<file path="src/rtl/dmem_arbiter_if.sv">
// Bus bundle between the M stage, the DMA/loader master, dmem and the arbiter.
// The slave modport is the arbiter's view. The master modport is the surrounding system's view.
interface dmem_arbiter_if;
   logic        cpu_req;
   logic        cpu_we;
   logic [2:0]  cpu_size;
   logic [31:0] cpu_addr;
   logic [31:0] cpu_wdata;
   logic [31:0] cpu_rdata;
   logic        cpu_stall;

   logic        dma_valid;
   logic        dma_ready;
   logic        dma_we;
   logic [2:0]  dma_size;
   logic [31:0] dma_addr;
   logic [31:0] dma_wdata;
   logic [31:0] dma_rdata;
   logic        dma_rvalid;

   logic        mem_we;
   logic [2:0]  mem_size;
   logic [31:0] mem_addr;
   logic [31:0] mem_wdata;
   logic [31:0] mem_rdata;

   logic [31:0] stall_cycles;

   modport slave (
      input  cpu_req, cpu_we, cpu_size, cpu_addr, cpu_wdata,
      output cpu_rdata, cpu_stall,
      input  dma_valid, dma_we, dma_size, dma_addr, dma_wdata,
      output dma_ready, dma_rdata, dma_rvalid,
      output mem_we, mem_size, mem_addr, mem_wdata,
      input  mem_rdata,
      output stall_cycles
   );

   modport master (
      output cpu_req, cpu_we, cpu_size, cpu_addr, cpu_wdata,
      input  cpu_rdata, cpu_stall,
      output dma_valid, dma_we, dma_size, dma_addr, dma_wdata,
      input  dma_ready, dma_rdata, dma_rvalid,
      input  mem_we, mem_size, mem_addr, mem_wdata,
      output mem_rdata,
      input  stall_cycles
   );
endinterface

</file>
<file path="src/rtl/dmem_arbiter.sv">
// Shares dmem between the CPU M stage and a DMA master. The CPU has priority.
// A starvation counter forces a DMA grant after STARVE_LIMIT refused cycles.
module dmem_arbiter #(
   parameter int unsigned STARVE_LIMIT = 4
) (
   input  logic           clk,
   input  logic           reset,
   dmem_arbiter_if.slave  bus
);
   localparam int unsigned CW = $clog2(STARVE_LIMIT + 1);
   localparam logic [CW-1:0] LIMIT = CW'(STARVE_LIMIT);

   logic [CW-1:0] starve_cnt_q, starve_cnt_d;
   logic [31:0]   dma_rdata_q, dma_rdata_d;
   logic          dma_rvalid_q, dma_rvalid_d;
   logic [31:0]   stall_cycles_q, stall_cycles_d;

   logic dma_grant;
   logic cpu_grant;
   logic cpu_stall;

   always_comb begin
      dma_grant = bus.dma_valid & (~bus.cpu_req | (starve_cnt_q == LIMIT));
      cpu_grant = bus.cpu_req & ~dma_grant;
      cpu_stall = bus.cpu_req & ~cpu_grant;
   end

   always_comb begin
      bus.mem_size  = dma_grant ? bus.dma_size  : bus.cpu_size;
      bus.mem_addr  = dma_grant ? bus.dma_addr  : bus.cpu_addr;
      bus.mem_wdata = dma_grant ? bus.dma_wdata : bus.cpu_wdata;
      bus.mem_we    = (dma_grant & bus.dma_we) | (cpu_grant & bus.cpu_we);
   end

   always_comb begin
      starve_cnt_d   = starve_cnt_q;
      dma_rdata_d    = dma_rdata_q;
      dma_rvalid_d   = 1'b0;
      stall_cycles_d = stall_cycles_q;

      if (!bus.dma_valid || dma_grant)
         starve_cnt_d = '0;
      else if (starve_cnt_q != LIMIT)
         starve_cnt_d = starve_cnt_q + 1'b1;

      if (dma_grant && !bus.dma_we) begin
         dma_rdata_d  = bus.mem_rdata;
         dma_rvalid_d = 1'b1;
      end

      if (cpu_stall && (stall_cycles_q != '1))
         stall_cycles_d = stall_cycles_q + 32'd1;
   end

   always_ff @(posedge clk or posedge reset) begin
      if (reset) begin
         starve_cnt_q   <= '0;
         dma_rdata_q    <= '0;
         dma_rvalid_q   <= 1'b0;
         stall_cycles_q <= '0;
      end else begin
         starve_cnt_q   <= starve_cnt_d;
         dma_rdata_q    <= dma_rdata_d;
         dma_rvalid_q   <= dma_rvalid_d;
         stall_cycles_q <= stall_cycles_d;
      end
   end

   // While stalled the CPU sees the DMA access's read data; the pipeline ignores it.
   assign bus.cpu_rdata    = bus.mem_rdata;
   assign bus.cpu_stall    = cpu_stall;
   assign bus.dma_ready    = dma_grant;
   assign bus.dma_rdata    = dma_rdata_q;
   assign bus.dma_rvalid   = dma_rvalid_q;
   assign bus.stall_cycles = stall_cycles_q;
endmodule

</file>
<file path="src/flat_wrapper.sv">
// flat-port wrapper written by rule: the top's interface ports become plain ports
module dmem_arbiter_flat 
#(
   parameter int unsigned STARVE_LIMIT = 4
)
  (clk, reset, bus_cpu_req, bus_cpu_we, bus_cpu_size, bus_cpu_addr, bus_cpu_wdata, bus_cpu_rdata, bus_cpu_stall, bus_dma_valid, bus_dma_we, bus_dma_size, bus_dma_addr, bus_dma_wdata, bus_dma_ready, bus_dma_rdata, bus_dma_rvalid, bus_mem_we, bus_mem_size, bus_mem_addr, bus_mem_wdata, bus_mem_rdata, bus_stall_cycles);
  dmem_arbiter_if bus_i ();
  input  logic clk;
  input  logic reset;
  input wire logic [$bits(bus_i.cpu_req)-1:0] bus_cpu_req;
  input wire logic [$bits(bus_i.cpu_we)-1:0] bus_cpu_we;
  input wire logic [$bits(bus_i.cpu_size)-1:0] bus_cpu_size;
  input wire logic [$bits(bus_i.cpu_addr)-1:0] bus_cpu_addr;
  input wire logic [$bits(bus_i.cpu_wdata)-1:0] bus_cpu_wdata;
  output wire logic [$bits(bus_i.cpu_rdata)-1:0] bus_cpu_rdata;
  output wire logic [$bits(bus_i.cpu_stall)-1:0] bus_cpu_stall;
  input wire logic [$bits(bus_i.dma_valid)-1:0] bus_dma_valid;
  input wire logic [$bits(bus_i.dma_we)-1:0] bus_dma_we;
  input wire logic [$bits(bus_i.dma_size)-1:0] bus_dma_size;
  input wire logic [$bits(bus_i.dma_addr)-1:0] bus_dma_addr;
  input wire logic [$bits(bus_i.dma_wdata)-1:0] bus_dma_wdata;
  output wire logic [$bits(bus_i.dma_ready)-1:0] bus_dma_ready;
  output wire logic [$bits(bus_i.dma_rdata)-1:0] bus_dma_rdata;
  output wire logic [$bits(bus_i.dma_rvalid)-1:0] bus_dma_rvalid;
  output wire logic [$bits(bus_i.mem_we)-1:0] bus_mem_we;
  output wire logic [$bits(bus_i.mem_size)-1:0] bus_mem_size;
  output wire logic [$bits(bus_i.mem_addr)-1:0] bus_mem_addr;
  output wire logic [$bits(bus_i.mem_wdata)-1:0] bus_mem_wdata;
  input wire logic [$bits(bus_i.mem_rdata)-1:0] bus_mem_rdata;
  output wire logic [$bits(bus_i.stall_cycles)-1:0] bus_stall_cycles;
  assign bus_i.cpu_req = bus_cpu_req;
  assign bus_i.cpu_we = bus_cpu_we;
  assign bus_i.cpu_size = bus_cpu_size;
  assign bus_i.cpu_addr = bus_cpu_addr;
  assign bus_i.cpu_wdata = bus_cpu_wdata;
  assign bus_cpu_rdata = bus_i.cpu_rdata;
  assign bus_cpu_stall = bus_i.cpu_stall;
  assign bus_i.dma_valid = bus_dma_valid;
  assign bus_i.dma_we = bus_dma_we;
  assign bus_i.dma_size = bus_dma_size;
  assign bus_i.dma_addr = bus_dma_addr;
  assign bus_i.dma_wdata = bus_dma_wdata;
  assign bus_dma_ready = bus_i.dma_ready;
  assign bus_dma_rdata = bus_i.dma_rdata;
  assign bus_dma_rvalid = bus_i.dma_rvalid;
  assign bus_mem_we = bus_i.mem_we;
  assign bus_mem_size = bus_i.mem_size;
  assign bus_mem_addr = bus_i.mem_addr;
  assign bus_mem_wdata = bus_i.mem_wdata;
  assign bus_i.mem_rdata = bus_mem_rdata;
  assign bus_stall_cycles = bus_i.stall_cycles;
  dmem_arbiter #(.STARVE_LIMIT(STARVE_LIMIT)) u_core (.clk(clk), .reset(reset), .bus(bus_i));
endmodule
</file>
<file path="config.mk">
export PLATFORM = sky130hd
export DESIGN_NAME = dmem_arbiter_flat
export DESIGN_NICKNAME = d
export VERILOG_FILES = /design/src/rtl/dmem_arbiter_if.sv /design/src/rtl/dmem_arbiter.sv /design/src/flat_wrapper.sv
export SDC_FILE = /design/constraint.sdc
export NUM_CORES = 1
export LEC_CHECK = 0
export ABC_AREA = 1
export CORE_AREA = 2 2 130 132
export DETAILED_ROUTE_END_ITERATION = 7
export DIE_AREA = 0 0 132 134
export GPL_TIMING_DRIVEN = 0
export PLACE_DENSITY = 0.69
export SLEW_MARGIN = 20
export SYNTH_ARGS = -nofsm -noshare
export SYNTH_HDL_FRONTEND = slang
export SYNTH_SLANG_ARGS = --single-unit
export TNS_END_PERCENT = 20
</file>
<file path="constraint.sdc">
create_clock -name clk -period 2.7 [get_ports clk]
set_input_delay 0.54 -clock clk [delete_from_list [all_inputs] [get_ports clk]]
set_output_delay 0.54 -clock clk [all_outputs]
set_load 0.02 [all_outputs]
</file>
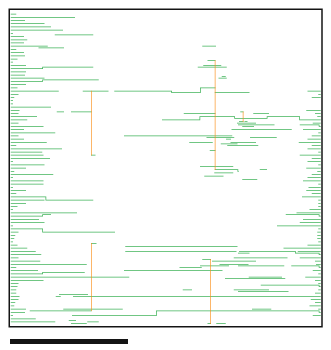
Figure 1: signal wires by layer.
The bar under the picture is 50 µm long. Only two layers are drawn.
color	layer	wire length
orange	met4	133 µm
green	met3	2370 µm
final wirelength: 22200 µm
DR vias: 5920
detailed-route wire length per cell: 16.5 µm

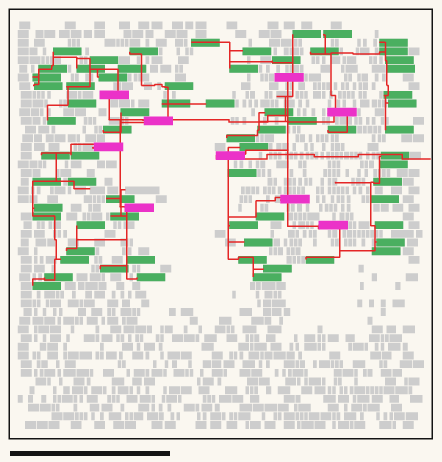
Figure 2: clock network drawn from the DEF.
The bar under the picture is 50 µm long.
[green] flip-flops | count: 68
[red] clock wires | length: 1010 µm
[magenta] cells driving clock nets | count: 9
routed clock nets	10
clock power share: 0.338
Late-Pin Clk Latency: 0.34 ns
P_clk: 1200 µW

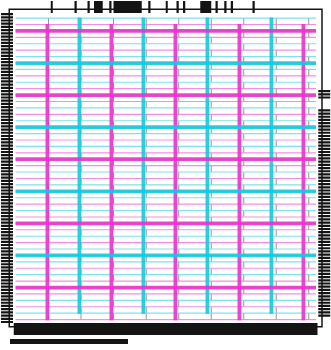
Figure 3: power grid.
The bar under the picture is 50 µm long. Pins as bars on the die edge. Tap cells in gray.
color	net
magenta	VSS
cyan	VDD
met4 straps	9
signal pins	339
met1 rails	48
rows	47
core area: 16300 µm²
maximum vdd drop: 0.000288 V
Die Y: 134 µm

==> GITHUB_STEP_SUMMARY <==
## Implementation flow summary

| Metric | Value |
|---|---|
| RSZ-0062 raised after global routing | yes |
| IO Count | approximately 340 |
| Sw Ratio | 0.307 |
| Max Transition Viols Final | 0 |
| DRT Pass-1 Iters | 5 |
| Placer Congestion | approximately 0.94 |
| Slew HR | 0.696 |
| Yosys stat chip area | 4680 µm² |
| CTS tree | yes |
| Clk sinks | roughly 70 |
| CP Max Fanout | 10 |
| CTS root buf | clkbuf_16 |
| GR Overflow Total | 0 |
| First-pass GRT wire length | around 33000 µm |
| GRT Total Usage | 0.248 |
| WP data arrival | 2.08 ns |
| Ys flops | 68 |
| Die Area | ~18000 µm² |
| Syn_nets | between 900 and 1000 |
| Post-DP HPWL | 18500 µm |
| Lkg Pwr | between 0.004 and 0.005 µW |
| Rows | 47 |
| Most numerous logic cells after layout | nand2_1 (490), clkdlybuf4s50_1 (267), dfrtp_1 (68) |
| Final #Nets | 1296 |
| Power Dens Cells | about 410 nW/µm² |
| Worst hold path type | register to register |
| Most frequent logic cell in the layout | nand2_1 |
| Crit path cell chain | inv_1, ha_1, a21oi_2, nor2_4, inv_4, clkbuf_4, nand2_1, nand2_1, clkdlybuf4s15_2 |
| Fillers | between 1500 and 2000 |
| # setup viols final | 0 |
| Vias in the first global route | roughly 5500 |
| Period minus WS final | around 2.6 ns |
| Final instance area | just under 9000 µm² |
| Net Sw Power | 1090 µW |
| Worst-margin pin slew | roughly 0.46 ns |
| Slowest CP cell | dfrtp_1 |
| Sequential power | 1150 µW |
| Hold Vio Cnt, Final | 0 |
| Share of cells above drive strength 1 | 0.133 |
| Area Growth Syn to Fin | 86.1% |
| CP Class | register to output port |
| Synthesized instance count | between 700 and 800 |
| DRC | 0 |
| Crit path launch type | register |
| Port buffer count | between 300 and 400 |
| Via/cell ratio | 4.40 |
| Total power draw | 3560 µW |
| Int Power | 2470 µW |
| Number of logged tool warnings | 28 |
| Setup tns final | 0 ns |
| Logic power comb | between 1000 and 1500 µW |
| Clock skew | slightly below 0.006 ns |
| Avg Inst Size Synth | 6.10 µm² |
| Die Wd | about 130 µm |
| Largest net degree at the start of global routing | 39 |
| Synth area leader | nand2_1 |
| Synth Cell Area | around 4700 µm² |
| 1st-iter DRT viols | about 470 |
| Comb power frac | 0.339 |
| CP peak stage delay | 0.35 ns |
| Clock buffer depth | 2 |
| Placed cell areas | around 8400 µm² |
| Req. time, crit path | ~2.2 ns |
| Register share after synthesis | 0.364 |
| Cell area leaders | nand2_1 (40%), dfrtp_1 (36%), buf_4 (6.1%) |
| Clock Pin Slew Worst Setup and Hold Paths | around 0.05 ns |
| Yosys Instances | 767 |
| Fin crit share | 0.971 |
| CP dominant cell by count | nand2_1 |
| Distinct lib cells | 25 |
| Inserted Diodes | 0 |
| Flop pwr share | 0.323 |
| Number of CTS-inserted buffers | 9 |
| Max cap viols | 0 |
| FP Core Util | 0.287 |
| Status | finished, final reports clean |
| Initial antenna violation count | 0 |
| Synthesis Warnings | 0 |
| Share of the synthesized area in the top cell type | 0.396 |
| Max Clock Freq | around 380 MHz |
| Top pwr grp | combinational logic |
| Htree depth | 3 |
| Post-route ant nets | 0 |
| CP Capture Type | output port |
==> sequential cells by signal, summed over array words and instances, names as in the netlist <==
signal	flops
u_core.bus.dma_rvalid	1
u_core.bus.stall_cycles	32
u_core.bus.dma_rdata	32
u_core.starve_cnt_q	3
==> cells in the mapped netlist, drive strengths merged <==
cell	instances
xnor2	7
or2	1
xor2	6
and3	1
inv	38
dfrtp	68
o21ai	5
nor3	3
buf	51
nor2	56
ha	3
nand2	497
a21oi	1
clkbuf	7
nand3	19
nand4	4
==> timing repair <==
action                                  CTS  global route
resized                                 230            12
buffers inserted                          1             4
pin swaps                                 0             2
endpoints found under the hold margin     0             0
endpoints found under the setup margin   69            68
hold buffers                              0             0
==> routing by layer <==
metal | up-vias | wire length, µm | global-route usage | share of wire
li1 | 2973 | - | - | -
met1 | 2647 | 10900 | 0.376 | 0.49
met2 | 285 | 8880 | 0.344 | 0.40
met3 | 15 | 2370 | 0.0873 | 0.11
met4 | 0 | 133 | 0.0272 | 0.0060
met5 | - | 0 | 0 | 0
==> path summary, 6_finish.rpt <==
| kind | from | endpoint | slack, ns | cells past startpoint |
|---|---|---|---|---|
| setup / recovery | u_core.starve_cnt_q[0] | bus_mem_wdata[24] | 0.08 | 9 |
| hold / removal | u_core.bus.dma_rdata[24] | u_core.bus.dma_rdata[24] | 0.47 | 2 |
| setup reg to reg | u_core.bus.stall_cycles[0] | u_core.bus.stall_cycles[25] | 0.53 | 11 |
| hold reg to reg | u_core.bus.dma_rdata[24] | u_core.bus.dma_rdata[24] | 0.47 | 2 |
| max in group asynchronous | reset | u_core.bus.dma_rdata[9] | 1.59 | 3 |
| min in group asynchronous | reset | u_core.bus.stall_cycles[31] | 0.56 | 2 |
==> metrics by stage <==
stage	hold slack [ns]	std cells	utilization	setup slack (ns)
after global routing	0.491	1346	0.534	-0.00788
after detailed placement	0.464	1326	0.513	-0.792
after floorplan	0.437	767	-	0.448
after global placement	0.462	1325	0.512	-0.898
after CTS	0.480	1342	0.534	0.000575
final	0.474	1346	0.534	0.0781
==> area by class of cell <==
| type | instances | area (µm²) | area share |
|---|---|---|---|
| Multi-Input combinational cell | 603 | 2460 | 0.283 |
| Clock buffer | 12 | 256 | 0.0295 |
| Clock inverter | 4 | 47.5 | 0.00546 |
| Buffer | 57 | 442 | 0.0508 |
| Inverter | 38 | 150 | 0.0173 |
| Tap cell | 220 | 275 | 0.0316 |
| Sequential cell | 68 | 1700 | 0.196 |
| Timing Repair Buffer | 344 | 3370 | 0.387 |
==> worst max-delay path, delay by kind of cell, from the launching register on <==
| family | cells | cell delay, ns |
|---|---|---|
| adders and majority gates | 1 | 0.22 |
| DFF | 1 | 0.35 |
| and+or+nand+nor | 3 | 0.32 |
| AOI/OAI and AO/OA | 1 | 0.22 |
| buffers and inverters | 4 | 0.64 |
==> cells by family (layout without fill, tap and decap cells) <==
kind of cell | after synthesis | count (layout) | synth area share
xor gates and xnor gates | 13 | 13 | 0.0243
adders and majority gates | 3 | 3 | 0.00803
AOI/OAI and AO/OA | 6 | 6 | 0.00722
and+or+nand+nor | 581 | 581 | 0.484
DFF | 68 | 68 | 0.364
buffers and inverters | 96 | 455 | 0.113
Power is estimated from default activity; no workload was simulated.
